Fig. 1: ports around the boundary
Bar = 100 um. Pins as bars across the die edge, other pins in grey.
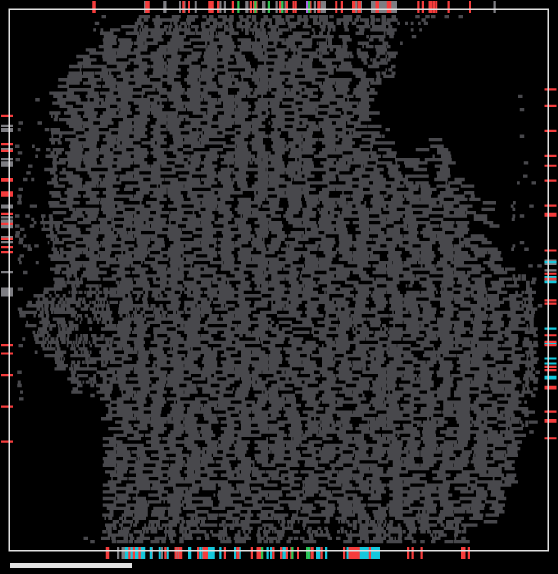
Fig. 2: clock routing
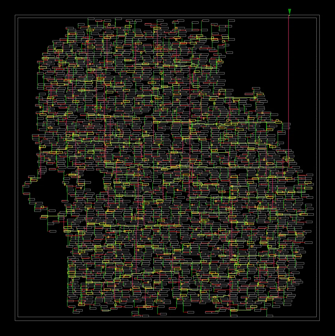
Fig. 3: where the registers sit
Bar = 100 um. Other sequential cells in the stronger grey, the rest of the logic in the fainter grey.
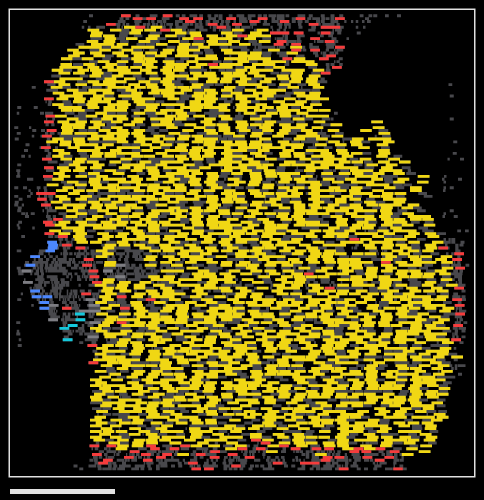
Fig. 4: M1 wires
Bar = 100 um.
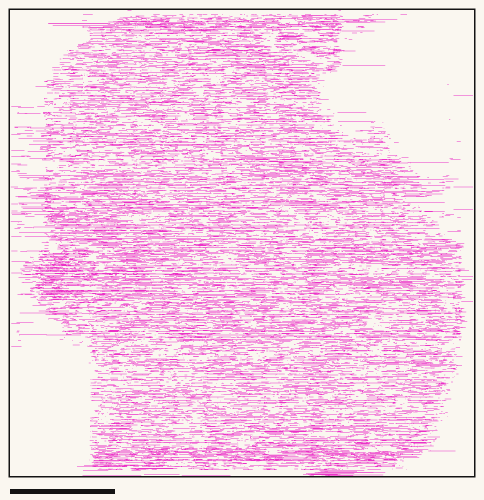
Fig. 5: close-up of the layout
Bar = 20 um. Window x 195 to 245, y 284 to 334 um. Cells in grey, sequential cells in the stronger grey; small squares are vias.
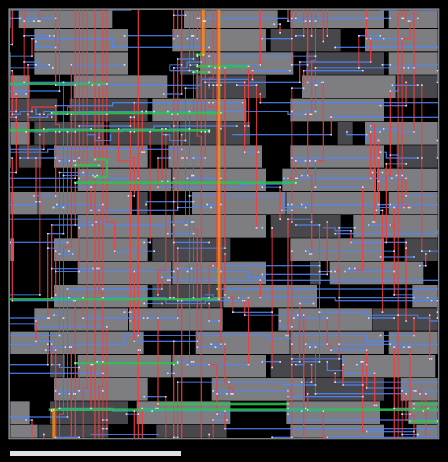
<file path="src/rtl/spmv_result_collector.sv">
// Result collector behind the CSR SpMV multiply-accumulate stage: tags completed
// and empty rows with a row index, buffers them and streams them over ready/valid.
module spmv_result_collector #(
  parameter int DATA_W     = 64,
  parameter int NUM_ROWS   = 560,
  parameter int ROW_W      = 10,
  parameter int FIFO_DEPTH = 16
) (
  input  logic                        clk,
  input  logic                        rst,
  input  logic                        clear,
  input  logic                        valid,
  input  logic                        zeros,
  input  logic [DATA_W-1:0]           dataout1,
  input  logic [DATA_W-1:0]           dataout2,
  output logic                        out_valid,
  input  logic                        out_ready,
  output logic [2*DATA_W-1:0]         out_data,
  output logic [ROW_W-1:0]            out_row,
  output logic [$clog2(FIFO_DEPTH):0] level,
  output logic                        done,
  output logic                        overflow
);
  localparam int AW = $clog2(FIFO_DEPTH);
  localparam int LW = AW + 1;
  localparam int CW = ROW_W + 1;

  typedef struct packed {
    logic [ROW_W-1:0]    row;
    logic [2*DATA_W-1:0] data;
  } entry_t;

  typedef enum logic [1:0] {S_COLLECT, S_DRAIN, S_DONE} state_e;

  state_e        state_q, state_d;
  logic [CW-1:0] row_cnt_q, row_cnt_d;
  logic          valid_q;
  logic          pend_vld_q, pend_vld_d;
  entry_t        pend_q, pend_d;
  logic [AW-1:0] wr_ptr_q, rd_ptr_q;
  logic [LW-1:0] level_q, level_d;
  logic          overflow_q, overflow_d;
  entry_t        mem [FIFO_DEPTH];

  logic          vrise, accept, full, pop, can_write, wr_en, dropped;
  logic          z_ok, v_ok;
  logic [CW-1:0] v_idx;
  entry_t        z_entry, v_entry, first, second, head;
  logic          first_vld, second_vld, third_vld;

  assign vrise     = valid & ~valid_q;
  assign accept    = (state_q != S_DONE);
  assign full      = (level_q == LW'(FIFO_DEPTH));
  assign out_valid = (level_q != '0);
  assign pop       = out_valid & out_ready;
  assign can_write = ~full | pop;

  assign head     = mem[rd_ptr_q];
  assign out_data = out_valid ? head.data : '0;
  assign out_row  = out_valid ? head.row  : '0;
  assign level    = level_q;
  assign done     = (state_q == S_DONE);
  assign overflow = overflow_q;

  // NOTE: every variable driven here gets a value before any branch, so no latch can be inferred.
  always_comb begin
    z_ok    = accept & zeros & (row_cnt_q < CW'(NUM_ROWS));
    v_idx   = row_cnt_q + CW'(z_ok);
    v_ok    = accept & vrise & (v_idx < CW'(NUM_ROWS));
    z_entry = '{row: row_cnt_q[ROW_W-1:0], data: '0};
    v_entry = '{row: v_idx[ROW_W-1:0], data: {dataout2, dataout1}};

    // Candidates in order of age: held pend entry, then the empty row, then the valid row.
    first      = pend_vld_q ? pend_q : (z_ok ? z_entry : v_entry);
    first_vld  = pend_vld_q | z_ok | v_ok;
    second     = (pend_vld_q & z_ok) ? z_entry : v_entry;
    second_vld = pend_vld_q ? (z_ok | v_ok) : (z_ok & v_ok);
    third_vld  = pend_vld_q & z_ok & v_ok;

    wr_en      = first_vld & can_write;
    pend_vld_d = first_vld;
    pend_d     = first;
    dropped    = second_vld;
    if (can_write) begin
      pend_vld_d = second_vld;
      pend_d     = second;
      dropped    = third_vld;
    end

    overflow_d = overflow_q | dropped | (zeros & ~z_ok) | (vrise & ~v_ok);
    row_cnt_d  = row_cnt_q + CW'(z_ok) + CW'(v_ok);
    level_d    = level_q + LW'(wr_en) - LW'(pop);

    state_d = state_q;
    case (state_q)
      S_COLLECT: if (row_cnt_d == CW'(NUM_ROWS) && !pend_vld_d)
                   state_d = (level_d == '0) ? S_DONE : S_DRAIN;
      S_DRAIN:   if (level_d == '0) state_d = S_DONE;
      default:   ;
    endcase
  end

  // NOTE: sequential state uses non-blocking assignments so all flops sample pre-edge values.
  always_ff @(posedge clk or negedge rst) begin
    if (!rst) begin
      state_q    <= S_COLLECT;
      row_cnt_q  <= '0;
      valid_q    <= 1'b0;
      pend_vld_q <= 1'b0;
      pend_q     <= '0;
      wr_ptr_q   <= '0;
      rd_ptr_q   <= '0;
      level_q    <= '0;
      overflow_q <= 1'b0;
    end else if (clear) begin
      state_q    <= S_COLLECT;
      row_cnt_q  <= '0;
      valid_q    <= 1'b0;
      pend_vld_q <= 1'b0;
      pend_q     <= '0;
      wr_ptr_q   <= '0;
      rd_ptr_q   <= '0;
      level_q    <= '0;
      overflow_q <= 1'b0;
    end else begin
      state_q    <= state_d;
      row_cnt_q  <= row_cnt_d;
      valid_q    <= valid;
      pend_vld_q <= pend_vld_d;
      pend_q     <= pend_d;
      wr_ptr_q   <= wr_ptr_q + AW'(wr_en);
      rd_ptr_q   <= rd_ptr_q + AW'(pop);
      level_q    <= level_d;
      overflow_q <= overflow_d;
    end
  end

  // NOTE: the storage array has no reset; level gates every read so stale contents never escape.
  always_ff @(posedge clk) begin
    if (wr_en && !clear) mem[wr_ptr_q] <= first;
  end

endmodule

</file>
<file path="config.mk">
export PLATFORM = sky130hd
export DESIGN_NAME = spmv_result_collector
export DESIGN_NICKNAME = d
export VERILOG_FILES = /design/src/rtl/spmv_result_collector.sv
export SDC_FILE = /design/constraint.sdc
export NUM_CORES = 2
export LEC_CHECK = 0
export CORE_AREA = 4 4 436 438
export DETAILED_ROUTE_END_ITERATION = 10
export DIE_AREA = 0 0 440 442
export PLACE_DENSITY = 0.69
export SLEW_MARGIN = 20
export SYNTH_ARGS = -nofsm -noshare
export SYNTH_HDL_FRONTEND = slang
export SYNTH_SLANG_ARGS = --single-unit
</file>
<file path="constraint.sdc">
create_clock -name clk -period 19.77 [get_ports clk]
set_input_delay 1.977 -clock clk [delete_from_list [all_inputs] [get_ports clk]]
set_output_delay 1.977 -clock clk [all_outputs]
set_load 0.01 [all_outputs]
</file>
==> results.cfg <==
; physical design summary
[power_and_ir_drop]
p_per_area_mw_per_mm2 = 123
p_leak_nw = 33.2
power.total_mw = 13.0

[placement]
dpl.hpwl_um = 116000
routabilityCongestion = 0.780
dpl_worst_slack_ns = 10.65
place_inst = 6768

[yosys]
simple_gate_share_pct = 2.46
top_cell_area_share_pct = 71.4
synth-seq-area-share_pct = 75.9
synth-cells-yosys = 4192
synth_cell_type_count = 69
ys_sh_aoi_pct = 3.01
netlist_area_mm2 = 0.0928
ys_sh_xor_pct = 0.311
yosysWarnings = 0
ff_type = edfxtp_1
synth_nets = 4340
ys_ff = 2375
ys_sh_mux_pct = 16.8
synth-edff-count = 2208
synthCells = 4192
logic_family = multiplexers
synth-async-reset-ratio_pct = 7.03

[timing]
fmax_mhz = 119
setup_violations = 0
period_needed_ns = 8.37
tightestPinTransition_ns = 1.42
finalClockSkew_ns = 0.0284
fin_tns_setup_ns = 0
worst_slack_ns = 11.40
grt_setup_unrepaired = no
slew_headroom_pct = 5.21
finalCritPeriodShare_pct = 42.4

[global_routing]
grt_max_degree = 162
antenna_found_initial = 10
grt_pass1_wl_um = 315000

[clocking]
insertion_delay_ns = 0.85
cts_root_buf = clkbuf_16
cts_resized = 0
cts_sinks = 2375
htreeDepth = 4
cts_max_path_buffers = 3
clkTransAtPathRegs_ns = 0.06

[cells_and_area]
drive_above_1_share_pct = 24.2
instances_no_fill = 7184
fin_area_mm2 = 0.106
area_growth_pct = 13.9
lay_top_count = edfxtp_1
final_cell_mix = 2208 x edfxtp_1, 690 x mux4_2, 277 x clkdlybuf4s50_1, 226 x clkbuf_16, 179 x nor2_1

[floorplanning]
io_pins = 280
rows = 159
chipArea_mm2 = 0.194
initCoreUtil_pct = 49.7

[setup_path]
critPathArrivalTime_ns = 8.82
setup.worst_path.start_class = primary input
cp_common_cell = buf_4
cp_max_fo = 52
worst_path_largest_cell_delay_ns = 0.90
cpMaxStageDelayCell = buf_4
path_cells = clkdlybuf4s50_1 -> or3b_1 -> a21o_1 -> clkinv_2 -> ha_1 -> ha_1 -> and3_1 -> nand4_1 -> xor2_1 -> nor4b_4 -> nand2_2 -> a211o_1 -> nor4b_4 -> buf_4 -> buf_4 -> buf_4

[detailed_routing]
drtPass1Iterations = 6
drtIter0Drc = 5182
post-route-drc-count = 0
postRouteAntennaNets = 0

[flow_run]
warning_count = 58
cap_viol_max_count = 0

[worst_hold_path]
hold_path_class = reg -> reg

[status]
status = completed
-- Fig. 1 (at the start) --
colour	port	pins	direction	edge
cyan	dataout1	64	input	55 bottom, 9 right
red	out_data	128	output	45 bottom, 40 top, 25 right, 18 left
green	out_row	10	output	6 top, 4 bottom
purple	out_valid	1	output	top
all pins by edge	111 bottom, 90 top, 41 left, 38 right
Port Buffers: 279
Die H: 442 um
Die W: 440 um

-- Fig. 2 (at the start) --
CTS buffer count: 224
clock buffers: 267

-- Fig. 3 (at the start) --
colour	name in the netlist	sequential cells
red	pend_q	138
blue	row_cnt_q	11
yellow	mem	2208
cyan	level	5

-- Fig. 4 (at the start) --
wire length on this layer	84.1 mm
longest straight run	167 um
Post-Route WL: 213000 um
total number of vias: 44500
met1 GRT Util: 31.5%

-- Fig. 5 (at the start) --
colour	layer
red	met2
blue	met1
green	met3
orange	met4
netlist names of flops here include	mem (51)
cells with their middle in the window	76
most frequent	edfxtp_1 (51), mux4_2 (14), clkbuf_16 (5)
sequential cells in the window	51

area by class of cell:
| class | instances | area, um2 |
|---|---|---|
| Antenna cell | 2 | 5.00 |
| Clock inverter | 147 | 1300 |
| Inverter | 10 | 38.8 |
| Sequential cell | 2375 | 70500 |
| Fill cell | 13600 | 80900 |
| Tap cell | 2495 | 3120 |
| Multi-Input combinational cell | 1522 | 21300 |
| Clock buffer | 267 | 5820 |
| Timing Repair Buffer | 366 | 3600 |
per-stage QoR:
stage	util (%)	hold WS, ns
final	56.6	0.546
after global routing	56.6	0.565
after CTS	56.6	0.551
after detailed placement	52.8	0.536
after global placement	52.8	0.527
after floorplan	-	0.513
critical path, delay by kind of cell:
| family | cells | cell delay, ns |
|---|---|---|
| XOR/XNOR | 1 | 0.23 |
| adder cells (fa/ha/maj) | 2 | 0.80 |
| AND-OR/OR-AND | 2 | 0.92 |
| AND/OR/NAND/NOR | 6 | 1.67 |
| buffers and inverters | 5 | 3.15 |
power breakdown:
group	switching [mW]	leakage (nW)	internal (mW)	total, mW
combinational	1.50	7.40	1.50	3.00
clock	1.81	3.47	2.34	4.15
sequential	0.100	22.4	5.73	5.83
total	3.41	33.2	9.58	13.0
logic make-up after synthesis:
kind of cell / after synthesis
DFF: 2375
muxes: 694
and+or+nand+nor: 443
AOI/OAI and AO/OA: 337
buffers and inverters: 295
xor gates and xnor gates: 33
adders and majority gates: 15
final timing paths:
| path | startpoint | end | slack, ns | depth (start not counted) |
|---|---|---|---|---|
| max in group asynchronous | rst | pend_q[75] | 17.35 | 2 |
| max reg2reg | row_cnt_q[5] | mem[12][52] | 12.34 | 16 |
| min reg2reg | pend_q[120] | pend_q[120] | 0.55 | 2 |
| min | pend_q[120] | pend_q[120] | 0.55 | 2 |
| min in group asynchronous | rst | pend_q[17] | 1.10 | 1 |
| max | zeros | mem[12][52] | 11.40 | 16 |
cell usage after synthesis (all sizes together), types with 3 or more instances:
master / n
edfxtp: 2208
mux4: 690
clkbuf: 220
nor2: 188
dfrtp: 167
and2: 142
a22o: 131
a32oi: 130
buf: 65
nand2: 35
o21ai: 22
xnor2: 19
a21oi: 18
nor3: 14
xor2: 14
ha: 13
inv: 9
nand3: 9
nor2b: 9
a211oi: 7
nor4b: 7
a21o: 6
nand2b: 6
nand4: 5
nor4: 5
mux2: 4
or3: 4
a221oi: 3
nand4b: 3
nor3b: 3
or2: 3
per-layer routing:
metal  wire length [um]  part of all wire (%)  GRT usage, %
met5                 26                 0.012             0
met4               5380                   2.5          6.27
met3              16800                   7.9          3.99
met2             107000                    50          35.7
met1              84100                    40          31.5
registers in the layout (all words and copies together), names as in the netlist:
| signal | flops |
|---|---|
| valid_q | 1 |
| level | 5 |
| rd_ptr_q | 4 |
| row_cnt_q | 11 |
| pend_q | 138 |
| overflow | 1 |
| pend_vld_q | 1 |
| wr_ptr_q | 4 |
| mem | 2208 |
| state_q | 2 |
Power is estimated from default activity; no workload was simulated.
